<file path="config.mk">
export PLATFORM = sky130hd
export DESIGN_NAME = serial_adder_flat
export DESIGN_NICKNAME = d
export VERILOG_FILES = /design/src/rtl/serial_adder_pkg.sv /design/src/rtl/serial_adder_if.sv /design/src/rtl/serial_fa_bit.sv /design/src/rtl/serial_adder.sv /design/src/flat_wrapper.sv
export SDC_FILE = /design/constraint.sdc
export NUM_CORES = 1
export LEC_CHECK = 0
export CAP_MARGIN = 20
export CORE_MARGIN = 2
export CORE_UTILIZATION = 45
export CTS_BUF_LIST = sky130_fd_sc_hd__clkbuf_8 sky130_fd_sc_hd__clkbuf_16
export CTS_CLUSTER_DIAMETER = 200
export DETAILED_ROUTE_END_ITERATION = 12
export DONT_BUFFER_PORTS = 1
export PLACE_DENSITY = 0.65
export REMOVE_ABC_BUFFERS = 1
export SLEW_MARGIN = 10
export SYNTH_ARGS = -nofsm -noshare
export SYNTH_HDL_FRONTEND = slang
export SYNTH_SLANG_ARGS = --single-unit
export TNS_END_PERCENT = 5
</file>
<file path="constraint.sdc">
create_clock -name clk -period 1.45 [get_ports clk]
set_input_delay 0.145 -clock clk [delete_from_list [all_inputs] [get_ports clk]]
set_output_delay 0.145 -clock clk [all_outputs]
set_load 0.1 [all_outputs]
</file>
<file path="src/rtl/serial_adder_pkg.sv">
// Shared constants for the bit-serial adder: FSM state codes and default width.
package serial_adder_pkg;

    localparam logic [1:0] IDLE = 2'd0;
    localparam logic [1:0] RUN  = 2'd1;
    localparam logic [1:0] DONE = 2'd2;

    localparam int DEFAULT_WIDTH = 8;

endpackage

</file>
<file path="src/rtl/serial_adder_if.sv">
// Start/done handshake bundle for serial_adder; the ovf signal exists only
// when SERIAL_ADDER_OVF_EN is defined.
interface serial_adder_if
    import serial_adder_pkg::*;
#(
    parameter int WIDTH = DEFAULT_WIDTH
);
    logic             start_valid;
    logic             start_ready;
    logic [WIDTH-1:0] a;
    logic [WIDTH-1:0] b;
    logic             cin;
    logic [WIDTH-1:0] sum;
    logic             cout;
    logic             done_valid;
    logic             done_ready;
`ifdef SERIAL_ADDER_OVF_EN
    logic             ovf;

    modport master (
        output start_valid, a, b, cin, done_ready,
        input  start_ready, sum, cout, done_valid, ovf
    );
    modport slave (
        input  start_valid, a, b, cin, done_ready,
        output start_ready, sum, cout, done_valid, ovf
    );
`else
    modport master (
        output start_valid, a, b, cin, done_ready,
        input  start_ready, sum, cout, done_valid
    );
    modport slave (
        input  start_valid, a, b, cin, done_ready,
        output start_ready, sum, cout, done_valid
    );
`endif

endinterface

</file>
<file path="src/rtl/serial_fa_bit.sv">
// One-bit full adder built from gate primitives; purely combinational.
module serial_fa_bit (
    input  wire a,
    input  wire b,
    input  wire ci,
    output wire s,
    output wire co
);

    wire ab_x;
    wire ab_a;
    wire cx_a;

    xor g_x0 (ab_x, a, b);
    xor g_x1 (s, ab_x, ci);
    and g_a0 (ab_a, a, b);
    and g_a1 (cx_a, ab_x, ci);
    or  g_o0 (co, ab_a, cx_a);

endmodule

</file>
<file path="src/rtl/serial_adder.sv">
// Bit-serial adder: WIDTH cycles from start accept to done_valid, LSB first.
// Optional signed-overflow output enabled by defining SERIAL_ADDER_OVF_EN.
module serial_adder
    import serial_adder_pkg::*;
#(
    parameter int WIDTH = DEFAULT_WIDTH
) (
    input  logic          clk,
    input  logic          rst,
    serial_adder_if.slave bus
);

    localparam int CW = $clog2(WIDTH);

    logic [1:0]       state_q,  state_d;
    logic [WIDTH-1:0] a_sh_q,   a_sh_d;
    logic [WIDTH-1:0] b_sh_q,   b_sh_d;
    logic [WIDTH-1:0] sum_sh_q, sum_sh_d;
    logic [WIDTH-1:0] sum_q,    sum_d;
    logic             carry_q,  carry_d;
    logic             cout_q,   cout_d;
    logic [CW-1:0]    cnt_q,    cnt_d;
    logic             fa_s;
    logic             fa_co;
    logic             last_step;
    logic             in_done;
`ifdef SERIAL_ADDER_OVF_EN
    logic             cmsb_q,   cmsb_d;
    logic             ovf_q,    ovf_d;
`endif

    serial_fa_bit u_fa (
        .a  (a_sh_q[0]),
        .b  (b_sh_q[0]),
        .ci (carry_q),
        .s  (fa_s),
        .co (fa_co)
    );

    assign last_step = (cnt_q == CW'(WIDTH - 1));
    assign in_done   = (state_q == DONE);

    always_comb begin
        state_d  = state_q;
        a_sh_d   = a_sh_q;
        b_sh_d   = b_sh_q;
        sum_sh_d = sum_sh_q;
        sum_d    = sum_q;
        carry_d  = carry_q;
        cout_d   = cout_q;
        cnt_d    = cnt_q;
`ifdef SERIAL_ADDER_OVF_EN
        cmsb_d   = cmsb_q;
        ovf_d    = ovf_q;
`endif
        case (state_q)
            IDLE: begin
                if (bus.start_valid) begin
                    a_sh_d   = bus.a;
                    b_sh_d   = bus.b;
                    carry_d  = bus.cin;
                    sum_sh_d = '0;
                    cnt_d    = '0;
                    state_d  = RUN;
                end
            end
            RUN: begin
                carry_d  = fa_co;
                a_sh_d   = a_sh_q >> 1;
                b_sh_d   = b_sh_q >> 1;
                sum_sh_d = {fa_s, sum_sh_q[WIDTH-1:1]};
                cnt_d    = cnt_q + 1'b1;
                if (last_step) begin
                    state_d = DONE;
`ifdef SERIAL_ADDER_OVF_EN
                    cmsb_d  = carry_q;
`endif
                end
            end
            DONE: begin
                // Latch the result on exit so outputs hold it once the next load clears sum_sh.
                if (bus.done_ready) begin
                    sum_d   = sum_sh_q;
                    cout_d  = carry_q;
`ifdef SERIAL_ADDER_OVF_EN
                    ovf_d   = cmsb_q ^ carry_q;
`endif
                    state_d = IDLE;
                end
            end
            default: state_d = IDLE;
        endcase
    end

    always_ff @(posedge clk or posedge rst) begin
        if (rst) begin
            state_q  <= IDLE;
            a_sh_q   <= '0;
            b_sh_q   <= '0;
            sum_sh_q <= '0;
            sum_q    <= '0;
            carry_q  <= 1'b0;
            cout_q   <= 1'b0;
            cnt_q    <= '0;
`ifdef SERIAL_ADDER_OVF_EN
            cmsb_q   <= 1'b0;
            ovf_q    <= 1'b0;
`endif
        end else begin
            state_q  <= state_d;
            a_sh_q   <= a_sh_d;
            b_sh_q   <= b_sh_d;
            sum_sh_q <= sum_sh_d;
            sum_q    <= sum_d;
            carry_q  <= carry_d;
            cout_q   <= cout_d;
            cnt_q    <= cnt_d;
`ifdef SERIAL_ADDER_OVF_EN
            cmsb_q   <= cmsb_d;
            ovf_q    <= ovf_d;
`endif
        end
    end

    assign bus.start_ready = (state_q == IDLE);
    assign bus.done_valid  = in_done;
    assign bus.sum         = in_done ? sum_sh_q : sum_q;
    assign bus.cout        = in_done ? carry_q  : cout_q;
`ifdef SERIAL_ADDER_OVF_EN
    assign bus.ovf         = in_done ? (cmsb_q ^ carry_q) : ovf_q;
`endif

endmodule
</file>
<file path="src/flat_wrapper.sv">
// flat-port wrapper written by rule: the top's interface ports become plain ports
module serial_adder_flat import serial_adder_pkg::*;
#(
    parameter int WIDTH = DEFAULT_WIDTH
)
  (clk, rst, bus_start_valid, bus_a, bus_b, bus_cin, bus_done_ready, bus_start_ready, bus_sum, bus_cout, bus_done_valid);
  serial_adder_if #(.WIDTH(WIDTH)) bus_i ();
  input  logic clk;
  input  logic rst;
  input wire logic [$bits(bus_i.start_valid)-1:0] bus_start_valid;
  input wire logic [$bits(bus_i.a)-1:0] bus_a;
  input wire logic [$bits(bus_i.b)-1:0] bus_b;
  input wire logic [$bits(bus_i.cin)-1:0] bus_cin;
  input wire logic [$bits(bus_i.done_ready)-1:0] bus_done_ready;
  output wire logic [$bits(bus_i.start_ready)-1:0] bus_start_ready;
  output wire logic [$bits(bus_i.sum)-1:0] bus_sum;
  output wire logic [$bits(bus_i.cout)-1:0] bus_cout;
  output wire logic [$bits(bus_i.done_valid)-1:0] bus_done_valid;
  assign bus_i.start_valid = bus_start_valid;
  assign bus_i.a = bus_a;
  assign bus_i.b = bus_b;
  assign bus_i.cin = bus_cin;
  assign bus_i.done_ready = bus_done_ready;
  assign bus_start_ready = bus_i.start_ready;
  assign bus_sum = bus_i.sum;
  assign bus_cout = bus_i.cout;
  assign bus_done_valid = bus_i.done_valid;
  serial_adder #(.WIDTH(WIDTH)) u_core (.clk(clk), .rst(rst), .bus(bus_i));
endmodule
</file>
Fig. 1: clock wires, drivers and flops
Scale: 6 px per um.
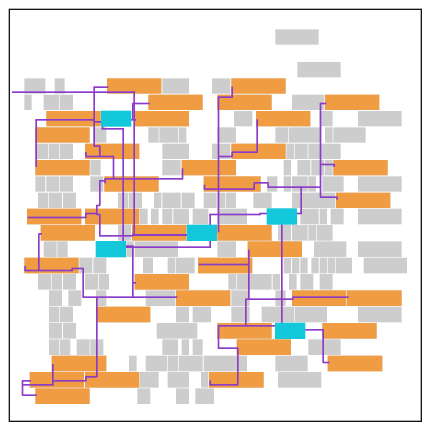
legend:
  clock wires:
    color: purple
    length: 489 um
  flip-flops:
    color: orange
    count: 39
  clock drivers:
    color: cyan
    count: 5
flops lie: spread over the die
routed clock nets: 6

Fig. 2: signal wires on met3
Scale: 4 px per um. Cells faint in the background.
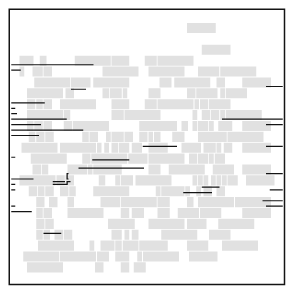
longest straight run: 20.2 um
wire length on this layer: 194 um
share of all routed wire: 4.9%
main direction: horizontal
nets with wire on the layer: 30

Fig. 3: metal layers overlaid
Scale: 4 px per um.
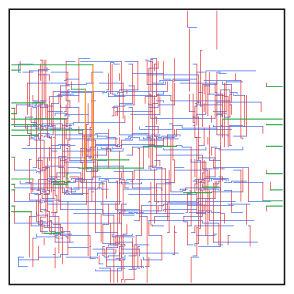
legend:
  metal 1:
    color: blue
    wire_length: 1740 um
  metal 2:
    color: red
    wire_length: 1960 um
  metal 4:
    color: orange
    wire_length: 43.5 um
  metal 3:
    color: green
    wire_length: 194 um

Fig. 4: routing congestion map
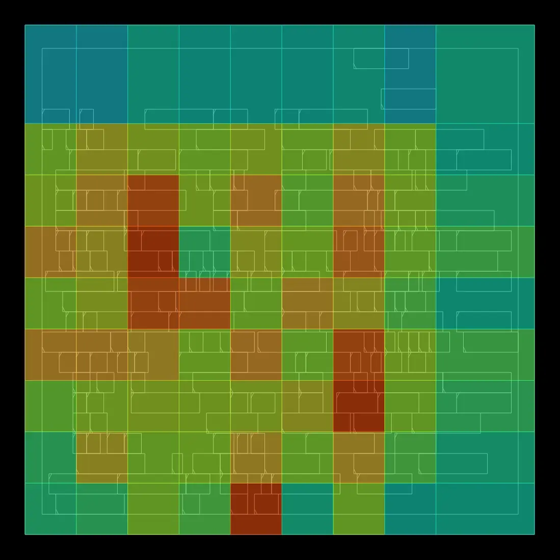
DR WL/cell: 16.6 um
gr busiest metal: met2
GRT Overall Usage: 19.0%
Core Util, Final: 56.8%
met2 Track Usage GR: 31.1%

Fig. 5: register map, names as in the netlist
Scale: 4 px per um.
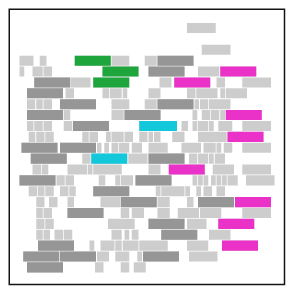
legend:
  `u_core.state_q`:
    color: cyan
    flops: 2
  `u_core.cnt_q`:
    color: green
    flops: 3
  `u_core.sum_q`:
    color: magenta
    flops: 8

==> results_slide.txt <==
Key Metrics from the Run

Logic synthesis
  – Cell area after synthesis: 1870 um2
  – Syn Inst Count: 169
  – Cell count in the Yosys report: 169
  – Cell type with the largest total area: dfrtp_1
  – Synth warn: 0

Global routing
  – Global-route wire length before repair: 6540 um
  – Largest net degree at the start of global routing: 40

Hold path
  – Hold Crit Class: in -> reg

Detailed routing
  – DRC violations left: 0
  – Drt pass-1 iters: 4
  – DR vias: 1397
  – DRT iter0 DRCs: 56
  – Vias per inst: 5.89

Critical path
  – CP arrival: 1.36 ns
  – Type of origin of the critical path: register
  – CP required: 1.31 ns

Timing
  – Count of final hold-check violations: 0
  – Unrepaired setup endpoints after global routing: true
  – Slew Limit Headroom: 51.2%
  – Final setup vio count: 10
  – Hold Worst Slack: 0.0102 ns
  – Final worst slack: -0.0566 ns
  – Final cycle utilization of the critical path: 104%

Power and ir drop
  – Power Density: 2360 nW/um2
  – Peak supply drop: 1.04 mV
  – Sw frac: 44.2%
  – Clk pwr share: 13.3%
  – Switching pwr: 2.36 mW
  – Logic gate share of total power: 50.4%

Floorplan
  – Starting density of the core: 46.7%
  – CORE AREA: 4000 um2

Final layout
  – Most instantiated logic cells after routing: dfrtp_1, o22ai_1, nand2_1
  – Ant. Diodes: 0
  – Nets: 210

Status
  – Status: finished, violations left
  – Failing checks: negative setup slack

Clock tree
  – Clk_lat worst skew: 0.29 ns
  – Max Root-Sink Buffers: 2
  – Clk pin slew, worst setup/hold paths: 0.08 ns
  – CTS Sinks: 39
  – CTS Buf Count: 5

Placed design
  – Buffers on Ports: 0
  – Cell Count Post-Placement: 223
[final cells by class]
type                       instances  area, um2  area share [%]
clock buffer                       5       68.8            3.03
clock inverter                     3       15.0           0.661
inverter                           9       38.8            1.71
multi-input combinational        111        828            36.5
sequential                        39        977            43.0
tap                               50       62.6            2.75
timing repair buffer              20        280            12.3
[final timing paths]
kind | slack (ns) | to | from | depth (start not counted)
max | -0.06 | bus_sum[4] | u_core.state_q[0] | 5
min | 0.01 | u_core.state_q[0] | bus_start_valid | 2
max in group asynchronous | 0.67 | u_core.state_q[1] | rst | 3
max reg2reg | 0.06 | u_core.carry_q | u_core.state_q[1] | 2
min reg2reg | 0.50 | u_core.cnt_q[0] | u_core.cnt_q[0] | 1
min in group asynchronous | 0.41 | u_core.a_sh_q[2] | rst | 3
[metal layers]
| metal | vias up | wire (um) | GRT usage (%) |
|---|---|---|---|
| met5 | - | 0 | 0 |
| met4 | 0 | 43 | 6.00 |
| met3 | 4 | 193 | 4.93 |
| met2 | 40 | 1960 | 31.1 |
| met1 | 710 | 1740 | 24.6 |
| li1 | 643 | - | - |
[power by group through the flow]
stage | sequential (mW) | combinational, mW | clock [mW]
after global placement | 1.91 | 2.56 | 0
after CTS | 1.93 | 2.71 | 0.726
final | 1.95 | 2.69 | 0.710
after global routing | 2.00 | 2.90 | 0.775
after floorplan | 1.85 | 1.84 | 0
after detailed placement | 1.94 | 2.63 | 0
[registers in the layout, indices dropped and copies added, names as in the netlist]
register / cells
u_core.carry_q: 1
u_core.cnt_q: 3
u_core.sum_sh_q: 8
u_core.sum_q: 8
u_core.state_q: 2
u_core.cout_q: 1
u_core.b_sh_q: 8
u_core.a_sh_q: 8
[cells in the mapped netlist, drive strengths merged]
library cell  count
dfrtp            39
nand2            29
o22ai            24
a21oi            13
buf              10
a22o              9
mux2              9
inv               8
nor2b             4
o21ai             4
a221oi            3
nand2b            3
a32o              2
ha                2
nor2              2
nor3              2
clkbuf            1
clkinv            1
fa                1
o21bai            1
o32ai             1
or2               1
[cells by family (layout without fill, tap and decap cells)]
group / after synthesis / in the layout / synth area share, %
AOI/OAI and AO/OA: 57 / 57 / 20.8
adders and majority gates: 3 / 3 / 2.41
buffers and inverters: 20 / 37 / 6.10
DFF: 39 / 39 / 52.2
muxes: 9 / 9 / 7.23
and+or+nand+nor: 41 / 42 / 11.3
[per-stage QoR]
| step | setup TNS, ns | utilization (%) | worst slack, ns |
|---|---|---|---|
| after floorplan | -9.99 | - | -1.53 |
| after global placement | 0 | 52.5 | 0.152 |
| after detailed placement | 0 | 52.5 | 0.0697 |
| after CTS | -0.445 | 56.6 | -0.0703 |
| after global routing | -1.58 | 56.8 | -0.127 |
| final | -0.353 | 56.8 | -0.0566 |
[what timing repair did]
action / 4_1_cts / 5_1_grt
pin swaps: 2 / 0
hold buffers: 2 / 0
resized: 10 / 2
endpoints found under the hold margin: 40 / 0
setup buffers: 3 / 0
setup endpoints to repair: 11 / 22
cloned: 1 / 0
[critical path: stages, from the launching register on]
cell      delay [ns]
dfrtp_1         0.42
nand2b_4        0.19
clkinv_4        0.11
nand2_1         0.07
nand2_1         0.11
buf_12          0.18
No activity file was given, so power comes from the tool's default toggle rates.
